Design reg_write_arbiter, sky130hd; sources not shown.
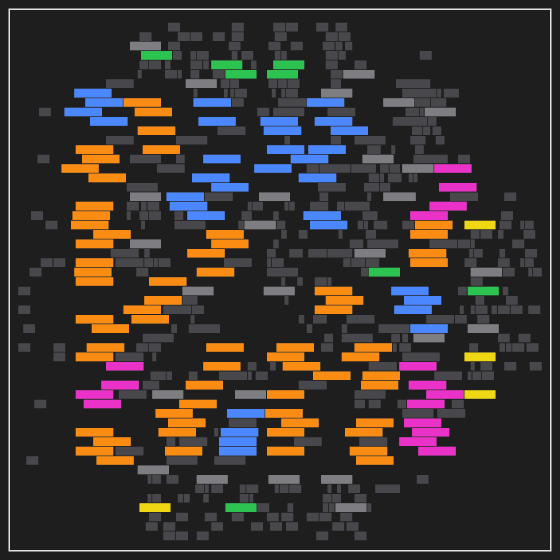
Fig. 1. Where the registers sit.
Other sequential cells in the stronger grey, the rest of the logic in the fainter grey.
colour	signal	placed flops
blue	fifo_block	32
yellow	reg_target	4
magenta	fifo_reg	16
green	block_target	8
orange	fifo_data	64
not coloured	26
FF+latch area: 4320 µm²
Final Core Density: 0.365
Power Sequential: 4.37 mW
Seq area share: 0.523

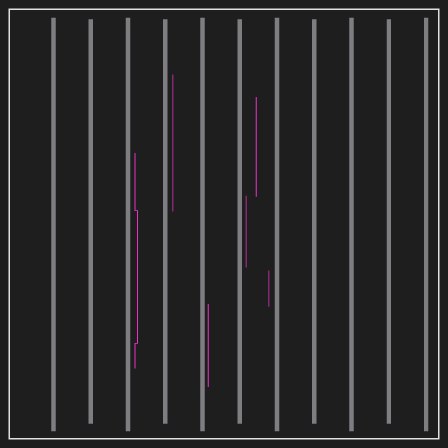
Fig. 2. Met4 routing.
Supply wires on this layer in grey.
wire length on this layer	234 µm
main direction	vertical
longest straight run	49.6 µm
nets with wire on the layer	3
detailed-route wire length: 15,100 µm
total vias in the final route: 3,534

==> notes.org <==
#+TITLE: Synthesis and PnR summary

** Run status
- Run status :: complete, no violations

** Die
- I/O Pins :: approximately 100
- According to the floorplan report, the placeable core area is approximately 23,000 µm².
- The die is about 160 µm tall.
- The die is 156 µm wide.

** Synth
- Mux cell area share :: 0.152
- Area share of fa/ha/maj cells after synthesis :: 0.0133
- In the synthesized netlist, the number of instances is 356.
- Area fraction of the dominant cell type after synthesis :: 0.540
- Average instance area after synthesis :: between 15 and 20 µm²
- In the Yosys report the total cell count is approximately 360.
- Of the synthesized area, sequential elements account for 0.692.

** Final timing
- Pins over their slew limit in the final report were tallied at 0.
- The routed design could run at a clock period as short as ~2000 ps.
- For the final database, setup skew stands at about 8 ps.

** Global routing
- The initial antenna violation count is 0.
- Total global-route track usage over all layers is 0.131.
- Overall overflow remaining after global route :: 0

** Final layout
- Net count of the finished layout :: 549
- Per the final layout report, the fraction of cells sized above drive strength 1 comes to 0.203.

** Clock network
- The longest clock path from root to sink contains 2 buffers.

** Power and ir drop
- Power per Cell Area :: ~1300 nW/µm²
- In this run the static leakage power is about 3.0 nW.

** Setup path
- The critical path maximum fanout is 6.
- Grouping stages by cell kind, the critical path spends the most delay in buffers and inverters.
- Largest incremental delay on the critical path :: 480 ps
- STA classifies the critical path endpoint as a primary output.

** Route
- TritonRoute reported its final design rule violation total as 0.
- Iteration count of the initial detailed-routing pass :: 6
- The script logs the ratio of routed vias to standard cells as ~4.5.
- Detailed-route wire length per cell :: about 20 µm

** Flow run
- The stage logs contain a warning count of 29.

** Place
- Once detailed placement completed, the half-perimeter wirelength came to 10,500 µm.
- I/O Buffers :: roughly 96
==> power by group <==
group	internal (mW)	switching [mW]
combinational	1.82	1.53
clock	1.65	1.17
sequential	4.04	0.330
==> per-stage QoR <==
step                instance area [µm²]  setup slack [ps]  power (mW)  instances  hold slack, ps
floorplan                          6240               220        6.29        358             464
global placement                   7560              -670        7.66        739             489
detailed placement                 7690              -252        7.88        744             492
CTS                                8240              35.6        10.7        776             293
global route                       8250            0.0139        11.2        777             327
finish                             8250               106        10.6        777             293
==> area by class of cell <==
cell class | count | area, µm²
multi-input combinational | 181 | 1740
fill | 2138 | 14400
sequential | 150 | 4320
clock inverter | 12 | 106
inverter | 4 | 15.0
tap | 285 | 357
timing repair buffer | 102 | 1100
buffer | 23 | 179
clock buffer | 20 | 447
==> metal layers <==
layer  global-route usage  vias up  share of wire
li1                     -     1629              -
met1                0.163     1804           0.44
met2                0.217       85           0.49
met3               0.0381       16          0.047
met4               0.0481        0          0.015
met5                    0        -              0
==> worst register-to-register path, cell delays in order (launching register included) <==
cell	delay (ps)
sky130_fd_sc_hd__dfrtp_2	410
sky130_fd_sc_hd__nor2_1	60
sky130_fd_sc_hd__nand2_1	140
sky130_fd_sc_hd__and2_1	220
sky130_fd_sc_hd__inv_1	70
sky130_fd_sc_hd__ha_1	230
sky130_fd_sc_hd__fa_1	390
sky130_fd_sc_hd__xnor2_1	160
sky130_fd_sc_hd__nor2_1	60
sky130_fd_sc_hd__xor2_1	130
==> Yosys cell counts, types with 2 or more instances <==
library cell,n
sky130_fd_sc_hd__a21oi_1,27
sky130_fd_sc_hd__a22oi_1,25
sky130_fd_sc_hd__a22oi_2,2
sky130_fd_sc_hd__and2_1,3
sky130_fd_sc_hd__and3_1,4
sky130_fd_sc_hd__buf_2,7
sky130_fd_sc_hd__buf_4,6
sky130_fd_sc_hd__buf_6,3
sky130_fd_sc_hd__buf_8,2
sky130_fd_sc_hd__clkbuf_1,4
sky130_fd_sc_hd__dfrtp_1,38
sky130_fd_sc_hd__edfxtp_1,112
sky130_fd_sc_hd__ha_1,5
sky130_fd_sc_hd__inv_1,4
sky130_fd_sc_hd__mux2_2,3
sky130_fd_sc_hd__mux2i_1,28
sky130_fd_sc_hd__mux4_2,28
sky130_fd_sc_hd__nand2_1,29
sky130_fd_sc_hd__nor2_1,4
sky130_fd_sc_hd__nor2b_1,2
sky130_fd_sc_hd__xnor2_1,4
sky130_fd_sc_hd__xor2_1,2
==> logic make-up (layout without fill, tap and decap cells) <==
group | Yosys count | count (layout)
fa+ha+maj | 6 | 6
compound gates | 57 | 57
xor+xnor | 6 | 6
flops | 150 | 150
mux | 59 | 59
simple gates | 50 | 50
buf+inv | 27 | 161
other cells | 1 | 3
==> cells in the final DEF (no fill, tap or decap), drive strengths merged, types with 5 or more instances in the layout <==
master         count
clkinv             5
a22oi             27
nand2             31
mux4              28
ha                 5
clkinvlp           6
a21oi             27
edfxtp           112
dfrtp             38
mux2i             28
clkbuf            24
clkdlybuf4s50     96
buf               25
==> timing repair <==
action | CTS | global route
setup endpoints to repair | 0 | 2
setup buffers | 0 | 1
resized | 0 | 1
Power figures rest on the tool's default switching activity, not on a simulated workload.
